## src/rtl/instr_fetch_resp_if.sv

```systemverilog
// Handshake and memory bus bundle for instr_fetch_resp.
//   req_*  : fetch requests from the program-counter stage
//   mem_*  : synchronous instruction-memory read port (rdata one cycle after rd_en)
//   rsp_*  : buffered fetch responses toward the decoder
// slave  : the fetch-response unit
// master : the surrounding pipeline and memory
interface instr_fetch_resp_if;
   logic        req_valid;
   logic        req_ready;
   logic [31:0] req_addr;
   logic        mem_rd_en;
   logic [31:0] mem_addr;
   logic [31:0] mem_rdata;
   logic        rsp_valid;
   logic        rsp_ready;
   logic [31:0] rsp_addr;
   logic [31:0] rsp_instr;
   logic        rsp_fault;
   logic        rsp_compressed;

   modport slave (
      input  req_valid, req_addr, mem_rdata, rsp_ready,
      output req_ready, mem_rd_en, mem_addr,
             rsp_valid, rsp_addr, rsp_instr, rsp_fault, rsp_compressed
   );

   modport master (
      output req_valid, req_addr, mem_rdata, rsp_ready,
      input  req_ready, mem_rd_en, mem_addr,
             rsp_valid, rsp_addr, rsp_instr, rsp_fault, rsp_compressed
   );
endinterface

```

## src/rtl/instr_fetch_resp.sv

```systemverilog
// Instruction fetch response unit: issues aligned fetches to a synchronous
// instruction memory, flags misaligned addresses as faults, and queues the
// results in a DEPTH-entry FIFO returned in request order.
// Ports:
//   clk   : clock, rising edge
//   rst_n : synchronous active-low reset
//   flush : drop every in-flight and buffered fetch (redirect)
//   bus   : instr_fetch_resp_if.slave (req_*, mem_*, rsp_*)
module instr_fetch_resp #(
   parameter int unsigned DEPTH       = 4,
   parameter logic [31:0] FAULT_INSTR = 32'h0000_0000
) (
   input  logic                clk,
   input  logic                rst_n,
   input  logic                flush,
   instr_fetch_resp_if.slave   bus
);

   localparam int unsigned AW = $clog2(DEPTH);
   localparam int unsigned CW = AW + 1;

   logic          s1_valid;
   logic [31:0]   s1_addr;
   logic          s1_fault;

   logic [CW-1:0] count;
   logic [AW-1:0] wr_ptr;
   logic [AW-1:0] rd_ptr;

   logic [31:0]   buf_addr  [DEPTH];
   logic [31:0]   buf_instr [DEPTH];
   logic          buf_fault [DEPTH];

   logic          clr;
   logic          accept;
   logic          aligned;
   logic          push;
   logic          pop;

   always_comb begin
      clr     = !rst_n || flush;
      // The in-flight stage-1 slot is reserved as a buffer credit, so an
      // accept can never push into a full buffer one cycle later.
      bus.req_ready = !clr && ((count + CW'(s1_valid)) < CW'(DEPTH));
      accept  = bus.req_valid && bus.req_ready;
      aligned = (bus.req_addr[1:0] == 2'b00);
      bus.mem_rd_en = accept && aligned;
      bus.mem_addr  = bus.req_addr;

      bus.rsp_valid      = (count != '0);
      bus.rsp_addr       = buf_addr[rd_ptr];
      bus.rsp_instr      = buf_instr[rd_ptr];
      bus.rsp_fault      = buf_fault[rd_ptr];
      bus.rsp_compressed = (buf_instr[rd_ptr][1:0] != 2'b11);

      // A flushed stage-1 entry never lands, so its mem_rdata is discarded.
      push = s1_valid && !clr;
      pop  = bus.rsp_valid && bus.rsp_ready;
   end

   always_ff @(posedge clk) begin
      if (clr) begin
         s1_valid <= 1'b0;
         count    <= '0;
         wr_ptr   <= '0;
         rd_ptr   <= '0;
      end else begin
         s1_valid <= accept;
         if (accept) begin
            s1_addr  <= bus.req_addr;
            s1_fault <= !aligned;
         end
         if (push) wr_ptr <= wr_ptr + AW'(1);
         if (pop)  rd_ptr <= rd_ptr + AW'(1);
         count <= count + CW'(push) - CW'(pop);
      end
   end

   always_ff @(posedge clk) begin
      if (push) begin
         buf_addr[wr_ptr]  <= s1_addr;
         buf_instr[wr_ptr] <= s1_fault ? FAULT_INSTR : bus.mem_rdata;
         buf_fault[wr_ptr] <= s1_fault;
      end
   end

   push_never_overflows: assert property (
      @(posedge clk) disable iff (!rst_n) !(push && (count == CW'(DEPTH)))
   );

endmodule

```

## src/flat_wrapper.sv

```systemverilog
// flat-port wrapper written by rule: the top's interface ports become plain ports
module instr_fetch_resp_flat 
#(
   parameter int unsigned DEPTH       = 4,
   parameter logic [31:0] FAULT_INSTR = 32'h0000_0000
)
  (clk, rst_n, flush, bus_req_valid, bus_req_addr, bus_mem_rdata, bus_rsp_ready, bus_req_ready, bus_mem_rd_en, bus_mem_addr, bus_rsp_valid, bus_rsp_addr, bus_rsp_instr, bus_rsp_fault, bus_rsp_compressed);
  instr_fetch_resp_if bus_i ();
  input  logic clk;
  input  logic rst_n;
  input  logic flush;
  input wire logic [$bits(bus_i.req_valid)-1:0] bus_req_valid;
  input wire logic [$bits(bus_i.req_addr)-1:0] bus_req_addr;
  input wire logic [$bits(bus_i.mem_rdata)-1:0] bus_mem_rdata;
  input wire logic [$bits(bus_i.rsp_ready)-1:0] bus_rsp_ready;
  output wire logic [$bits(bus_i.req_ready)-1:0] bus_req_ready;
  output wire logic [$bits(bus_i.mem_rd_en)-1:0] bus_mem_rd_en;
  output wire logic [$bits(bus_i.mem_addr)-1:0] bus_mem_addr;
  output wire logic [$bits(bus_i.rsp_valid)-1:0] bus_rsp_valid;
  output wire logic [$bits(bus_i.rsp_addr)-1:0] bus_rsp_addr;
  output wire logic [$bits(bus_i.rsp_instr)-1:0] bus_rsp_instr;
  output wire logic [$bits(bus_i.rsp_fault)-1:0] bus_rsp_fault;
  output wire logic [$bits(bus_i.rsp_compressed)-1:0] bus_rsp_compressed;
  assign bus_i.req_valid = bus_req_valid;
  assign bus_i.req_addr = bus_req_addr;
  assign bus_i.mem_rdata = bus_mem_rdata;
  assign bus_i.rsp_ready = bus_rsp_ready;
  assign bus_req_ready = bus_i.req_ready;
  assign bus_mem_rd_en = bus_i.mem_rd_en;
  assign bus_mem_addr = bus_i.mem_addr;
  assign bus_rsp_valid = bus_i.rsp_valid;
  assign bus_rsp_addr = bus_i.rsp_addr;
  assign bus_rsp_instr = bus_i.rsp_instr;
  assign bus_rsp_fault = bus_i.rsp_fault;
  assign bus_rsp_compressed = bus_i.rsp_compressed;
  instr_fetch_resp #(.DEPTH(DEPTH), .FAULT_INSTR(FAULT_INSTR)) u_core (.clk(clk), .rst_n(rst_n), .flush(flush), .bus(bus_i));
endmodule
```

## config.mk

```make
export PLATFORM = sky130hd
export DESIGN_NAME = instr_fetch_resp_flat
export DESIGN_NICKNAME = d
export VERILOG_FILES = /design/src/rtl/instr_fetch_resp_if.sv /design/src/rtl/instr_fetch_resp.sv /design/src/flat_wrapper.sv
export SDC_FILE = /design/constraint.sdc
export NUM_CORES = 1
export LEC_CHECK = 0
export ABC_AREA = 0
export CORE_UTILIZATION = 30
export CTS_CLUSTER_SIZE = 10
export DETAILED_ROUTE_END_ITERATION = 12
export PLACE_DENSITY = 0.54
export SLEW_MARGIN = 30
export SYNTH_ARGS = -nofsm -noshare
export SYNTH_HDL_FRONTEND = slang
export SYNTH_SLANG_ARGS = --single-unit
```

## constraint.sdc

```tcl
create_clock -name clk -period 3.5 [get_ports clk]
set_input_delay 0.7 -clock clk [delete_from_list [all_inputs] [get_ports clk]]
set_output_delay 0.7 -clock clk [all_outputs]
set_load 0.005 [all_outputs]
```

### Clock network drawn from the DEF

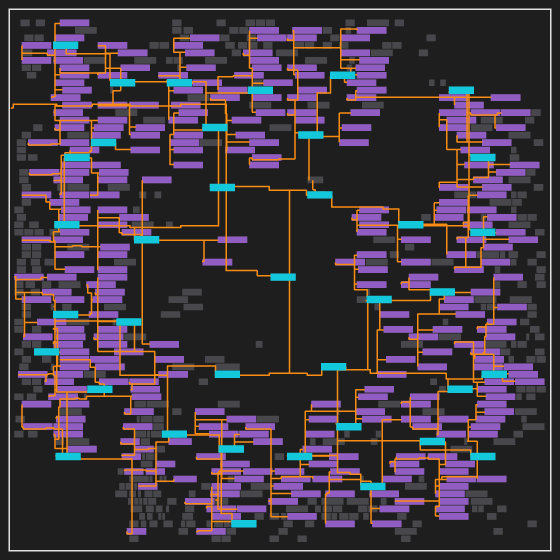
[cyan] clock drivers | count: 37
[purple] flip-flops | count: 303
[orange] clock wires | length: 3830 um
flops lie: all over the die
routed clock nets: 38

==> flow_metrics.env <==
# yosys + openroad results
export IMPL_status="complete, no violations"
export IMPL_first_pass_iters=4
export IMPL_yosys_area_sq_mm=0.01134
export IMPL_globalRouteMet1Util=0.1466
export IMPL_crit_type="reg -> out"
export IMPL_async_reset_ff_frac=0
export IMPL_seq_share=0.6188
export IMPL_crit_chain="buf_4 -> mux4_2 -> clkdlybuf4s50_1"
export IMPL_syn_area_per_cell_sq_um=22.83
export IMPL_route_vias_total=5229
export IMPL_ys_cells=497
export IMPL_worstHoldPathType="reg -> reg"
export IMPL_top_cell="edfxtp_1"
export IMPL_num_nonclk_inverters=5
export IMPL_diodes=0
export IMPL_wl_met1_um=9574
export IMPL_root_buffer="clkbuf_16"
export IMPL_whs_path_depth=0
export IMPL_cts_setup_buffers=0
export IMPL_coreArea_sq_mm=0.03687
export IMPL_globalRouteMet2Util=0.2117
export IMPL_slew_viol_final=0
export IMPL_fin_cells=1188
export IMPL_htree_levels=2
export IMPL_r2r_setup_slack_ps=1340
export IMPL_final_nonclk_buf_share=0.1293
export IMPL_clkbuf_count=47
### M1 wires

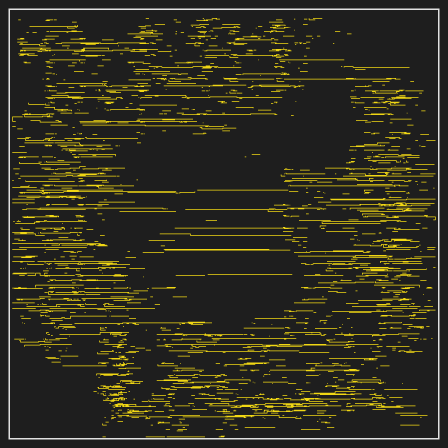
main direction: horizontal
longest straight run: 57.5 um
share of all routed wire: 42%

## cell families after synthesis
| group | count (synthesis) | share of synthesized area |
|---|---|---|
| fa+ha+maj | 7 | 0.008382 |
| simple gates | 58 | 0.02901 |
| mux | 66 | 0.1299 |
| xor+xnor | 5 | 0.003861 |
| flops | 303 | 0.7932 |
| buf+inv | 56 | 0.03408 |
| compound gates | 2 | 0.001544 |
## stage by stage
| step | total power [mW] | instance area, sq um | hold slack [ps] | setup slack [ps] |
|---|---|---|---|---|
| floorplan | 4.154 | 11340 | 458.7 | 504.2 |
| global placement | 4.294 | 13520 | 466.8 | 600.5 |
| detailed placement | 4.301 | 13520 | 482.4 | 639.7 |
| CTS | 7.652 | 14560 | 486.5 | 106.1 |
| global route | 7.793 | 14560 | 502.3 | 34.48 |
| finish | 7.534 | 14560 | 496.1 | 222.1 |
## layout by cell type, fill, tap and decap left out, types with 6 or more instances in the layout
cell type and count:
edfxtp_1 293, nor2b_1 33, ha_1 6, clkbuf_1 8
clkbuf_16 38, dfxtp_1 8, mux4_2 65, nor2_1 9
buf_4 12, clkdlybuf4s50_1 169
## sequential cells by signal, summed over array words and instances, names as in the netlist, named ones only
| register | cells |
|---|---|
| u_core.buf_addr | 128 |
| u_core.buf_fault | 4 |
| u_core.buf_instr | 128 |
| u_core.count | 3 |
| u_core.rd_ptr | 2 |
| u_core.s1_addr | 32 |
| u_core.s1_fault | 1 |
| u_core.s1_valid | 1 |
| u_core.wr_ptr | 2 |
## power breakdown
group | switching, mW | total [mW] | internal (mW) | leakage, nW
registers | 0.0151 | 4.00 | 3.98 | 2.74
logic | 0.0805 | 0.226 | 0.146 | 1.31
clock network | 1.33 | 3.31 | 1.97 | 0.501
## worst max-delay path: cells and delay by family (launching register included)
family,cells,cell delay (ps)
buf+inv,2,880
flops,1,610
mux,1,560
Power is estimated from default activity; no workload was simulated.
